Run 1, metal 1:
The bar under the picture is 20 µm long.
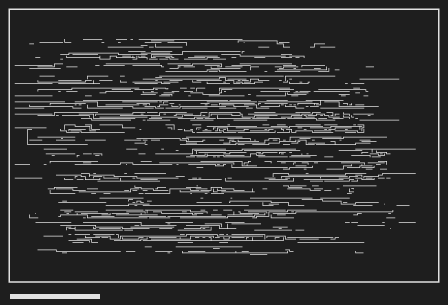
Run 1, metal 2:
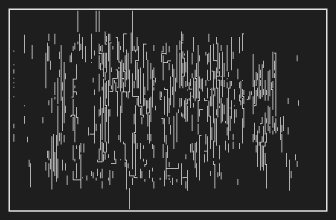
Run 1, placement density heat map:
The bar under the picture is 20 µm long. The die is cut into 10 by 6 equal tiles; black is low, pale yellow is high, 0 to 100% covered.
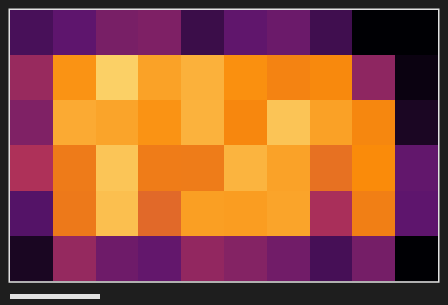
===== src/rtl/uart_pkg.sv =====
// uart_pkg: shared UART definitions.
//   - BC baud-select encodings and the baud rate each one selects
//   - divisor helper plus 50 MHz divisor constants shared with the transmitter
//   - receiver FSM state enum and mid-bit sample points
package uart_pkg;

    localparam logic [2:0] BC_9600   = 3'b000;  // also any unlisted code
    localparam logic [2:0] BC_19200  = 3'b001;
    localparam logic [2:0] BC_38400  = 3'b010;
    localparam logic [2:0] BC_57600  = 3'b011;
    localparam logic [2:0] BC_115200 = 3'b100;

    localparam int unsigned BAUD_9600   = 9600;
    localparam int unsigned BAUD_19200  = 19200;
    localparam int unsigned BAUD_38400  = 38400;
    localparam int unsigned BAUD_57600  = 57600;
    localparam int unsigned BAUD_115200 = 115200;

    // Clock cycles per oversample tick, rounded to nearest.
    function automatic int unsigned baud_div(int unsigned clk_hz, int unsigned osr,
                                             int unsigned baud);
        return (clk_hz + (baud * osr) / 2) / (baud * osr);
    endfunction

    // Divisors for the nominal 50 MHz clock at 16x oversampling.
    localparam int unsigned DIV_9600   = baud_div(50_000_000, 16, BAUD_9600);   // 326
    localparam int unsigned DIV_19200  = baud_div(50_000_000, 16, BAUD_19200);  // 163
    localparam int unsigned DIV_38400  = baud_div(50_000_000, 16, BAUD_38400);  // 81
    localparam int unsigned DIV_57600  = baud_div(50_000_000, 16, BAUD_57600);  // 54
    localparam int unsigned DIV_115200 = baud_div(50_000_000, 16, BAUD_115200); // 27

    // Start bit is checked half a bit after the edge, later bits a full bit apart.
    localparam logic [3:0] MID_START = 4'd7;
    localparam logic [3:0] MID_FULL  = 4'd15;

    typedef enum logic [2:0] {
        IDLE,
        START,
        DATA,
        PARITY,
        STOP,
        BREAK
    } rx_state_e;

endpackage


===== src/rtl/uart_rx_tick.sv =====
// uart_rx_tick: oversample tick generator for the receiver.
//   clk, rst : clock, synchronous active-high reset
//   BC       : baud select (already latched by the caller for the frame)
//   clr      : restart the divider so tick phase follows the start edge
//   tick     : one-cycle pulse every divisor clocks
module uart_rx_tick
    import uart_pkg::*;
#(
    parameter int unsigned CLK_HZ = 50_000_000,
    parameter int unsigned OSR    = 16
) (
    input  logic       clk,
    input  logic       rst,
    input  logic [2:0] BC,
    input  logic       clr,
    output logic       tick
);

    localparam logic [15:0] LIM_9600   = 16'(baud_div(CLK_HZ, OSR, BAUD_9600) - 1);
    localparam logic [15:0] LIM_19200  = 16'(baud_div(CLK_HZ, OSR, BAUD_19200) - 1);
    localparam logic [15:0] LIM_38400  = 16'(baud_div(CLK_HZ, OSR, BAUD_38400) - 1);
    localparam logic [15:0] LIM_57600  = 16'(baud_div(CLK_HZ, OSR, BAUD_57600) - 1);
    localparam logic [15:0] LIM_115200 = 16'(baud_div(CLK_HZ, OSR, BAUD_115200) - 1);

    logic [15:0] cnt;
    logic [15:0] lim;

    always_comb begin
        lim = LIM_9600;
        case (BC)
            BC_19200:  lim = LIM_19200;
            BC_38400:  lim = LIM_38400;
            BC_57600:  lim = LIM_57600;
            BC_115200: lim = LIM_115200;
            default:   lim = LIM_9600;
        endcase
    end

    // >= keeps the counter sane if the divisor ever shrinks under it.
    assign tick = (cnt >= lim) && !clr;

    always_ff @(posedge clk) begin
        if (rst || clr)      cnt <= '0;
        else if (cnt >= lim) cnt <= '0;
        else                 cnt <= cnt + 16'd1;
    end

endmodule


===== src/rtl/uart_receiver.sv =====
// uart_receiver: 16x oversampled UART receive path.
//   clk, rst : 50 MHz clock, synchronous active-high reset
//   Rxi      : asynchronous serial input, idle high
//   BC       : baud select, PbitEna: even parity bit present (both latched at start)
//   RO       : received byte, held until the next frame completes
//   Rdy      : one-cycle strobe marking RO/PErr/FErr valid
//   PErr     : parity mismatch, FErr: stop bit sampled low
//   Busy     : frame in progress (start detected, not yet back in IDLE)
module uart_receiver
    import uart_pkg::*;
#(
    parameter int unsigned CLK_HZ = 50_000_000,
    parameter int unsigned OSR    = 16
) (
    input  logic       clk,
    input  logic       rst,
    input  logic       Rxi,
    input  logic [2:0] BC,
    input  logic       PbitEna,
    output logic [7:0] RO,
    output logic       Rdy,
    output logic       PErr,
    output logic       FErr,
    output logic       Busy
);

    rx_state_e  state, state_n;
    logic       rx_meta, rxs, rxs_d;
    logic [1:0] warm;
    logic       armed;
    logic [3:0] scnt, scnt_n;
    logic [2:0] bidx, bidx_n;
    logic [7:0] data, data_n;
    logic       perr, perr_n;
    logic [2:0] bc_q, bc_n;
    logic       pen_q, pen_n;
    logic [7:0] ro_n;
    logic       perr_o_n, ferr_n, rdy_n;
    logic       clr, tick, samp;

    uart_rx_tick #(.CLK_HZ(CLK_HZ), .OSR(OSR)) u_tick (
        .clk  (clk),
        .rst  (rst),
        .BC   (bc_q),
        .clr  (clr),
        .tick (tick)
    );

    assign samp = tick && (scnt == MID_FULL);
    assign Busy = (state != IDLE);

    // The synchronizer resets high, so a line held low through reset would
    // look like a falling edge once real samples arrive. warm marks when rxs
    // carries genuine line data; armed requires a real high before any start.
    always_ff @(posedge clk) begin
        if (rst) begin
            rx_meta <= 1'b1;
            rxs     <= 1'b1;
            rxs_d   <= 1'b1;
            warm    <= 2'b00;
            armed   <= 1'b0;
        end else begin
            rx_meta <= Rxi;
            rxs     <= rx_meta;
            rxs_d   <= rxs;
            warm    <= {warm[0], 1'b1};
            armed   <= armed | (warm[1] & rxs);
        end
    end

    always_ff @(posedge clk) begin
        if (rst) begin
            state <= IDLE;
            scnt  <= '0;
            bidx  <= '0;
            data  <= '0;
            perr  <= 1'b0;
            bc_q  <= BC_9600;
            pen_q <= 1'b0;
            RO    <= '0;
            PErr  <= 1'b0;
            FErr  <= 1'b0;
            Rdy   <= 1'b0;
        end else begin
            state <= state_n;
            scnt  <= scnt_n;
            bidx  <= bidx_n;
            data  <= data_n;
            perr  <= perr_n;
            bc_q  <= bc_n;
            pen_q <= pen_n;
            RO    <= ro_n;
            PErr  <= perr_o_n;
            FErr  <= ferr_n;
            Rdy   <= rdy_n;
        end
    end

    always_comb begin
        state_n  = state;
        scnt_n   = tick ? scnt + 4'd1 : scnt;
        bidx_n   = bidx;
        data_n   = data;
        perr_n   = perr;
        bc_n     = bc_q;
        pen_n    = pen_q;
        clr      = 1'b0;
        ro_n     = RO;
        perr_o_n = PErr;
        ferr_n   = FErr;
        rdy_n    = 1'b0;

        case (state)
            IDLE: begin
                if (armed && rxs_d && !rxs) begin
                    state_n = START;
                    scnt_n  = '0;
                    bidx_n  = '0;
                    clr     = 1'b1;
                    bc_n    = BC;
                    pen_n   = PbitEna;
                end
            end
            START: begin
                if (tick && scnt == MID_START) begin
                    scnt_n  = '0;
                    state_n = rxs ? IDLE : DATA;  // high at mid-start: glitch
                end
            end
            DATA: begin
                if (samp) begin
                    data_n[bidx] = rxs;
                    bidx_n       = bidx + 3'd1;
                    if (bidx == 3'd7) state_n = pen_q ? PARITY : STOP;
                end
            end
            PARITY: begin
                if (samp) begin
                    perr_n  = (^data) ^ rxs;
                    state_n = STOP;
                end
            end
            STOP: begin
                if (samp) begin
                    ro_n     = data;
                    perr_o_n = pen_q & perr;
                    ferr_n   = ~rxs;
                    rdy_n    = 1'b1;
                    // Leaving at mid-stop lets the next start edge arrive half a bit later.
                    state_n  = rxs ? IDLE : BREAK;
                end
            end
            BREAK: begin
                if (rxs) state_n = IDLE;
            end
            default: state_n = IDLE;
        endcase
    end

endmodule


===== config.mk =====
export PLATFORM = sky130hd
export DESIGN_NAME = uart_receiver
export DESIGN_NICKNAME = d
export VERILOG_FILES = /design/src/rtl/uart_pkg.sv /design/src/rtl/uart_rx_tick.sv /design/src/rtl/uart_receiver.sv
export SDC_FILE = /design/constraint.sdc
export NUM_CORES = 1
export LEC_CHECK = 0
export CAP_MARGIN = 20
export CORE_ASPECT_RATIO = 0.6
export CORE_MARGIN = 4
export CORE_UTILIZATION = 58
export CTS_CLUSTER_SIZE = 12
export DETAILED_ROUTE_END_ITERATION = 16
export GPL_ROUTABILITY_DRIVEN = 0
export GPL_TIMING_DRIVEN = 0
export PLACE_DENSITY = 0.79
export SKIP_CTS_REPAIR_TIMING = 1
export SLEW_MARGIN = 10
export SYNTH_ARGS = -nofsm -noshare
export SYNTH_HDL_FRONTEND = slang
export SYNTH_SLANG_ARGS = --single-unit

===== constraint.sdc =====
create_clock -name clk -period 3.04 [get_ports clk]
set_input_delay 0.912 -clock clk [delete_from_list [all_inputs] [get_ports clk]]
set_output_delay 0.912 -clock clk [all_outputs]
set_load 0.01 [all_outputs]

==> flow_metrics.tcl, run 1 <==
# flow metrics
set metrics [dict create \
    ant_nets 0 \
    avgSynthCellArea_um2 9.599 \
    p_per_area_nw_per_um2 409.4 \
    crit_required_ns 3.25 \
    tns_ns 0 \
    area_leaders "dfxtp_1 (42%), mux2i_1 (6.4%), ha_1 (6.1%)" \
    synth_area_um2 2659 \
    crit_path_end_kind "flip-flop" \
    yosys_area_um2 2659 \
    die_area_um2 5767 \
    post_drt_via_cell_ratio 5.696 \
    setup_violations 0 \
    p_total_mw 1.240 \
    min_period_ns 2.823 \
    finalCritPeriodShare_pct 92.88 \
    drt_wl_total_um 5666 \
    top_area_cell "dfxtp_1" \
    grt_max_degree 17 \
    grt_pass1_vias 1875 \
    mux_area_share_pct 6.824 \
    hold_class "flip-flop to flip-flop" \
    fillers 320 \
    synth_cell_types 54 \
    pin_count 19 \
    cp_max_fo 7 \
    overflow 0 \
    hold_violations 0 \
    crit_path_top_delay_cell "a2111o_1" \
    die_h_um 60.45 \
    fp_util_pct 62.46 \
    crit_buf_inv 0 \
    drv_slew 0 \
    vdd_ir_drop_max_mv 0.2660 \
    warnings 26 \
    edf_count 0 \
    status "completed" \
    ys_warn_count 0 \
    cts-buffers-inserted 5 \
    cts_htree_levels 2 \
]
Back to the opening pictures, 'metal 1':
- main direction: horizontal
- longest straight run: 32.2 µm

Back to the opening pictures, 'metal 2':
- main direction: vertical
- wire length on this layer: 2030 µm
- nets with wire on the layer: 270

Back to the opening pictures, 'placement density heat map':
- nearly empty tiles: 5.0%
- tiles over 75% full: 30%
- emptiest ninth of the die: upper right
- densest ninth of the die: centre
- mean over tiles: 51%
- fullest tile: 90%

[run 1: worst paths after layout]
path	start	endpoint	slack [ns]	depth (start not counted)
max	bc_q[2]$_SDFFE_PP0P_	state[2]$_SDFFE_PP0P_	0.22	8
min	rx_meta$_SDFF_PP1_	rxs$_SDFF_PP1_	0.42	1
max reg2reg	bc_q[2]$_SDFFE_PP0P_	state[2]$_SDFFE_PP0P_	0.22	8
min reg2reg	rx_meta$_SDFF_PP1_	rxs$_SDFF_PP1_	0.42	1
[run 1: cell usage after synthesis, drive strengths merged, types with 8 or more instances]
master,n
a21oi,8
a31o,10
clkbuf,8
dfxtp,56
ha,13
mux2i,17
nand2,28
nand3,10
nor2,21
nor4,13
xnor2,10
xor2,8
[run 1: area by class of cell]
| cell class | count | area [µm²] | share of cell area (%) |
|---|---|---|---|
| multi-input combinational | 207 | 1459 | 48.18 |
| clock inverter | 1 | 7.507 | 0.2479 |
| inverter | 8 | 30.03 | 0.9917 |
| timing repair buffer | 19 | 185.2 | 6.116 |
| tap | 60 | 75.07 | 2.479 |
| clock buffer | 7 | 86.33 | 2.851 |
| buffer | 10 | 63.81 | 2.107 |
| sequential | 56 | 1121 | 37.03 |
[run 1: registers in the layout, summed over array words and instances (netlist names), 2 cells and up]
name and cells:
bidx 3, RO 8, warm 2, state 3
u_tick.cnt 16, bc_q 3, data 8, scnt 4
[run 1: per-layer routing]
| layer | global-route usage, % | up-vias | routed length [µm] |
|---|---|---|---|
| li1 | - | 1046 | - |
| met1 | 35.82 | 960 | 3168 |
| met5 | 0 | - | 0 |
| met2 | 27.26 | 83 | 2030 |
| met4 | 5.870 | 0 | 52 |
| met3 | 5.576 | 7 | 415 |
[run 1: layout by cell type, fill, tap and decap left out, drive strengths merged, types with 6 or more instances in the layout]
cell type      Yosys  layout
nor2              21      21
nand3             10      10
mux2i             17      17
nor4              13      13
nand2             28      28
a31o              10      10
ha                13      13
o21ai              6       6
dfxtp             56      56
inv                7       7
clkbuf             8      14
xor2               8       8
xnor2             10      10
clkdlybuf4s50      0      17
conb               1       6
a21oi              8       8
[run 1: where the power goes]
group / total [mW] / internal, mW / switching, mW
registers: 0.754 / 0.746 / 0.00813
logic: 0.0616 / 0.0270 / 0.0346
clock network: 0.424 / 0.186 / 0.238
total: 1.24 / 0.959 / 0.281
[run 1: per-stage QoR]
step	hold WS [ns]	setup slack, ns	instance area, µm²	utilization [%]	instances
after floorplan	0.3895	0.3252	2678	-	282
after global placement	0.3916	0.1655	2923	68.67	359
after detailed placement	0.3970	0.06885	2923	68.67	359
after CTS	0.4204	0.04624	3017	70.87	367
after global routing	0.4461	0.1125	3028	71.13	368
final	0.4170	0.2166	3028	71.13	368
[run 1: worst register-to-register path, cell delays in order (launching register included)]
cell      delay, ns
dfxtp_1        0.39
nand2b_1       0.21
or2_2          0.31
and2_1         0.15
ha_1           0.27
a2111o_1       0.42
a211o_2        0.40
a31oi_4        0.23
mux2_2         0.36
## Run 2: what changed since run 1
Settings changed: ABC_CLOCK_PERIOD_IN_PS set to 3040, CAP_MARGIN 20 to unset.
Run 2, routed metal per tile:
The bar under the picture is 20 µm long. The die is cut into 19 by 12 equal tiles; black is low, pale yellow is high, scaled to the fullest tile. Values are wire area over tile area, all layers added.
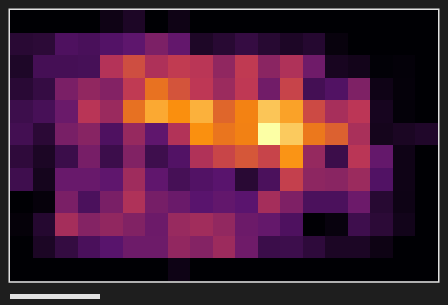
- densest ninth of the die: centre
- nearly empty tiles: 25%
- tiles over half the peak: 13%
- fullest tile: 0.67
- mean over tiles: 0.16

Run 2, metal 2:
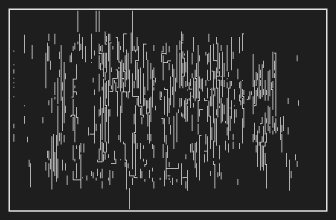
- nets with wire on the layer: 270
- longest straight run: 19.0 µm

==> run 2 against run 1 <==
Non-clock buffer count did not move. Via count did not move. Synthesized cell count did not move. Sequential power barely moved. Utilization did not move. Count of clock-buffer cells in the layout did not move. Synthesized area did not move. Global-route usage did not move. Largest cell class unchanged.
==> flow_metrics.tcl, run 2 <==
# flow metrics
set metrics [dict create \
    crit_type "flip-flop to flip-flop" \
    hp-start "rx_meta$_SDFF_PP1_" \
    die_area_um2 5767 \
    ys_warn_count 0 \
    warnings 26 \
    nets 327 \
    hold_violations 0 \
    placed_cells 359 \
    cts.sinks 56 \
    most_common_cell "dfxtp_1" \
    ant_nets 0 \
    r2r-start "bc_q[2]$_SDFFE_PP0P_" \
    drive_gt1_share_pct 10.39 \
    area_leaders "dfxtp_1 (42%), mux2i_1 (6.4%), ha_1 (6.1%)" \
    hold_class "flip-flop to flip-flop" \
    status "completed" \
    final_common_cell "dfxtp_1" \
    grt_usage_pct 21.88 \
    netlist_instances 277 \
    yosys-stat-cells 277 \
    final_cell_mix "dfxtp_1 (56), nand2_1 (27), nor2_1 (21), mux2i_1 (17), clkdlybuf4s50_1 (17)" \
    max_slew_margin_pct 64.10 \
    max_freq_ghz 0.3542 \
    fp_util_pct 62.46 \
    tns_ns 0 \
    vias 2096 \
    top_area_cell "dfxtp_1" \
    synth_area_um2 2659 \
    min_period_ns 2.823 \
    cp_max_fo 7 \
    finalCritPeriodShare_pct 92.88 \
    top_area_share_pct 42.16 \
    grt_max_degree 17 \
    yosys_area_um2 2659 \
    first_pass_iters 4 \
    top_regs "u_tick.cnt x16, RO x8, data x8" \
    maxCapViolCount 0 \
    root_buffer "clkbuf_8" \
    numPortBuffers 17 \
    edf_count 0 \
    area_delta_synth_final_pct 13.88 \
    wl_per_cell_um 15.40 \
    fin_util_pct 71.13 \
    top_cells_by_count "dfxtp_1 (56), nand2_1 (27), nor2_1 (21)" \
    top_register "u_tick.cnt" \
    overflow 0 \
    cts_htree_levels 2 \
    async_reset_ff_share_pct 0 \
    grt_pass1_vias 1875 \
    drc_errors 0 \
    setup_violations 0 \
    crit_start "bc_q[2]$_SDFFE_PP0P_" \
    drt_iter0_drc 202 \
    largest_reg_flops 16 \
    p_per_area_nw_per_um2 409.4 \
    cts_tree "done" \
    fin_cells 368 \
    die_h_um 60.45 \
    crit_path_end_kind "flip-flop" \
    worstMarginPinSlew_ns 0.5386 \
    clk_latency_ns 0.31 \
    critPathLaunchType "flip-flop" \
    pin_count 19 \
    crit_required_ns 3.25 \
    drv_slew 0 \
    whs_ns 0.4170 \
    avgSynthCellArea_um2 9.599 \
    cts-buffers-inserted 5 \
    rows 18 \
    vdd_ir_drop_max_mv 0.2660 \
    post_drt_via_cell_ratio 5.696 \
    place_hpwl_um 4271 \
    antenna_cells 0 \
    synth_cell_types 54 \
    drt_wl_total_um 5666 \
]
==> run 2: cell counts in the layout (fill, tap and decap cells not counted) <==
Identical to the previous run, type by type.
==> run 2: path summary, 6_finish.rpt <==
kind / end / slack [ns] / cells after the start
max: state[2]$_SDFFE_PP0P_ / 0.22 / 8
min: rxs$_SDFF_PP1_ / 0.42 / 1
max reg2reg: state[2]$_SDFFE_PP0P_ / 0.22 / 8
min reg2reg: rxs$_SDFF_PP1_ / 0.42 / 1
==> run 2: logic make-up after synthesis <==
kind of cell,Yosys count,synth area share [%]
AOI/OAI and AO/OA,40,12.61
xor gates and xnor gates,18,5.929
adders and majority gates,13,6.118
buffers and inverters,19,3.670
DFF,56,42.16
muxes,18,6.823
other,1,0.1410
and+or+nand+nor,112,22.54
==> run 2: per-layer routing <==
metal | vias up | track usage (%) | wire [µm]
li1 | 1046 | - | -
met2 | 83 | 27.26 | 2030
met1 | 960 | 35.82 | 3168
met5 | - | 0 | 0
met4 | 0 | 5.870 | 52
met3 | 7 | 5.576 | 415
==> run 2: layout make-up <==
class | count | area [µm²]
Sequential cell | 56 | 1121
Multi-Input combinational cell | 207 | 1459
Clock buffer | 7 | 86.33
Inverter | 8 | 30.03
Fill cell | 320 | 1229
Clock inverter | 1 | 7.507
Buffer | 10 | 63.81
Tap cell | 60 | 75.07
Timing Repair Buffer | 19 | 185.2
==> run 2: metrics by stage <==
step,power [mW],setup WS [ns],cell area (µm²)
floorplan,0.8112,0.3252,2678
finish,1.240,0.2166,3028
global route,1.291,0.1125,3028
detailed placement,0.8320,0.06885,2923
global placement,0.8300,0.1655,2923
CTS,1.247,0.04624,3017
==> run 2: report_power, final <==
part / switching, mW / internal [mW] / leakage [nW]
combinational: 0.0346 / 0.0270 / 0.691
clock: 0.238 / 0.186 / 0.0445
sequential: 0.00813 / 0.746 / 0.455
==> run 2: critical path, stage by stage (launching register included) <==
cell and delay, ns:
dfxtp_1 0.39, nand2b_1 0.21, or2_2 0.31, and2_1 0.14
ha_1 0.27, a2111o_1 0.42, a211o_2 0.40, a31oi_4 0.22
mux2_2 0.35
## Run 3: what changed since run 2
Settings changed: ABC_CLOCK_PERIOD_IN_PS 3040 to unset, SYNTH_HIERARCHICAL set to 1.
Run 3, congestion heat map:
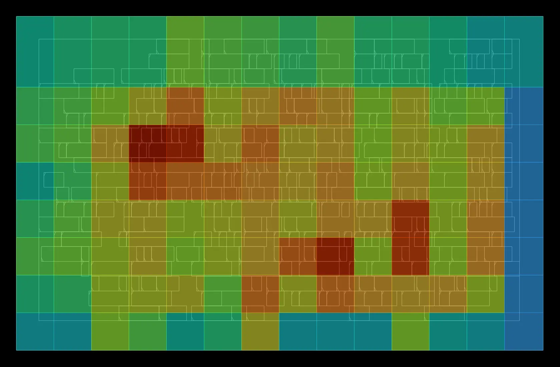
GRT Total Usage: 20.30%
met2 Usage GRT: 29.31%

Run 3, routed metal per tile:
The bar under the picture is 20 µm long. The die is cut into 19 by 12 equal tiles; black is low, pale yellow is high, scaled to the fullest tile. Values are wire area over tile area, all layers added.
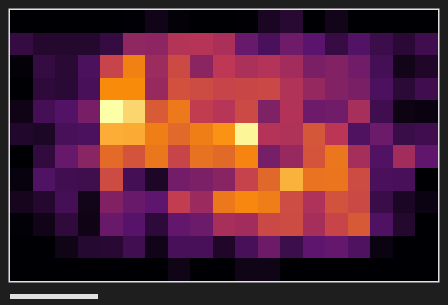
routed len/inst: 15.06 µm
vias: 2292

==> run 3 against run 2 <==
The run now ends with setup timing left. Count of clock-buffer cells in the layout down 2. Routed wire length is 8.7% higher. Combinational power grew 19%. Final area is 9.7% higher. Worst hold slack better by 0.010 ns. Register-to-register slack got worse by 0.60 ns. Critical path depth up 6. Largest cell class unchanged.
==> flow_metrics.tcl, run 3 <==
# flow metrics
set metrics [dict create \
    finalCritPeriodShare_pct 112.7 \
    final_common_cell "dfxtp_1" \
    top_area_cell "dfxtp_1" \
    ant_nets 0 \
    rows 19 \
    clk_latency_ns 0.31 \
    status "finished, violations left" \
    max_freq_ghz 0.2918 \
    yosys-stat-cells 306 \
    violations "setup timing" \
    antenna_cells 0 \
    place_hpwl_um 4225 \
    edf_count 0 \
    most_common_cell "dfxtp_1" \
    root_buffer "clkbuf_8" \
    final_cell_mix "dfxtp_1 (53), nand2_1 (46), nor2_1 (25), a21oi_1 (24), clkdlybuf4s50_1 (18)" \
    hold_class "flip-flop to flip-flop" \
    die_h_um 61.29 \
    cp_max_fo 6 \
    drv_slew 0 \
    drt_wl_total_um 6159 \
    p_leak_nw 1.233 \
    crit_path_end_kind "flip-flop" \
    numPortBuffers 18 \
    top_area_share_pct 40.84 \
    fin_cells 409 \
    grt_pass1_vias 2030 \
    clk_pin_slew_ns 0.10 \
    whs_ns 0.4270 \
    fin_util_pct 72.75 \
    die_area_um2 5934 \
    top_cells_by_count "dfxtp_1 (56), nand2_1 (47), a21oi_1 (27)" \
    area_leaders "dfxtp_1 (41%), nand2_1 (6.4%), ha_1 (5.9%)" \
    yosys_area_um2 2745 \
    max_slew_margin_pct 60.75 \
    largest_reg_flops 16 \
    crit_type "flip-flop to flip-flop" \
    setup_slack_ns -0.3873 \
    nets 365 \
    first_pass_iters 4 \
    tns_ns -5.359 \
    drt_iter0_drc 146 \
    ys_warn_count 6 \
    grt_max_degree 18 \
    cts_tree "done" \
    post_drt_via_cell_ratio 5.604 \
    area_delta_synth_final_pct 20.97 \
    crit_path_cell_trace "xnor2_1 -> o21a_1 -> inv_2 -> ha_4 -> o21ai_2 -> a211o_1 -> or3b_1 -> a31oi_1 -> buf_4 -> nand4_4 -> or4_4 -> nor3b_4 -> mux2i_1 -> nor2_1" \
    maxCapViolCount 0 \
    ys_ff 56 \
    top_register "u_tick/cnt" \
    setup_violations 21 \
    vdd_ir_drop_max_mv 0.2866 \
    cts_htree_levels 2 \
    fp_util_pct 60.14 \
    netlist_instances 306 \
    critical-path-max-stage-delay_ns 0.58 \
    min_period_ns 3.427 \
    pin_count 19 \
    synth_cell_types 54 \
    crit_required_ns 3.24 \
    worstMarginPinSlew_ns 0.5856 \
    hold_violations 0 \
    placed_cells 392 \
    async_reset_ff_share_pct 0 \
    cts-buffers-inserted 5 \
    p_total_mw 1.323 \
    crit_path_top_delay_cell "or4_4" \
    drive_gt1_share_pct 18.50 \
    p_per_area_nw_per_um2 398.5 \
    avgSynthCellArea_um2 8.971 \
    synth_area_um2 2745 \
    top_regs "u_tick/cnt x16, RO x8, data x8" \
    drc_errors 0 \
    cts.sinks 56 \
    overflow 0 \
    critPathLaunchType "flip-flop" \
]
==> run 3: cell count changes after synthesis, moves of 4 or more <==
cell	before	now
a211oi_1	0	9
a21oi_1	8	27
a31o_1	9	0
mux2i_1	17	9
nand2_1	27	47
nand2b_1	2	7
nor2_1	21	26
nor3_1	5	1
nor4_1	13	0
==> run 3: area by class of cell <==
class	count	area [µm²]
Buffer	15	77.57
Tap cell	63	78.83
Timing Repair Buffer	27	247.7
Multi-Input combinational cell	231	1640
Inverter	9	36.28
Fill cell	352	1244
Clock inverter	3	41.29
Clock buffer	5	68.82
Sequential cell	56	1130
==> run 3: worst max-delay path, delay by kind of cell, from the launching register on <==
kind            cells  cell delay (ns)
xor+xnor            1             0.20
buf+inv             2             0.22
fa+ha+maj           1             0.26
mux                 1             0.21
flops               1             0.38
simple gates        5             1.34
compound gates      4             0.71
==> run 3: cell families (layout without fill, tap and decap cells) <==
group / after synthesis / after routing / share of synthesized area, %
adder cells (fa/ha/maj): 13 / 13 / 5.925
flip-flops: 56 / 56 / 40.84
AND-OR/OR-AND: 60 / 60 / 15.00
multiplexers: 9 / 9 / 3.282
other: 1 / 6 / 0.1366
XOR/XNOR: 18 / 18 / 6.245
AND/OR/NAND/NOR: 125 / 125 / 24.84
buffers and inverters: 24 / 59 / 3.737
==> run 3: path summary, 6_finish.rpt <==
check / start / to / slack (ns) / cells past startpoint
worst min-delay path: rx_meta$_SDFF_PP1_ / rxs$_SDFF_PP1_ / 0.43 / 1
worst max-delay path: bc_q[2]$_SDFFE_PP0P_ / data[1]$_SDFFE_PP0P_ / -0.39 / 14
worst min register to register: rx_meta$_SDFF_PP1_ / rxs$_SDFF_PP1_ / 0.43 / 1
worst max register to register: bc_q[2]$_SDFFE_PP0P_ / data[1]$_SDFFE_PP0P_ / -0.39 / 14
==> run 3: stage by stage <==
stage	worst slack [ns]	cell area (µm²)
finish	-0.3873	3321
global route	-0.5348	3321
CTS	-0.4856	3158
detailed placement	-0.4625	3048
global placement	-0.4591	3048
floorplan	-0.004312	2789
==> run 3: power by group <==
group / switching [mW] / internal, mW / total (mW)
sequential: 0.00859 / 0.745 / 0.754
combinational: 0.0400 / 0.0331 / 0.0731
clock: 0.251 / 0.245 / 0.496
==> run 3: routing by layer <==
layer | global-route usage (%) | routed length [µm] | vias up
met5 | 0 | 0 | -
met4 | 6.000 | 123 | 0
met3 | 6.222 | 474 | 14
met2 | 29.31 | 2524 | 78
met1 | 29.39 | 3036 | 1061
li1 | - | - | 1139
Power and IR drop assume default switching activity.
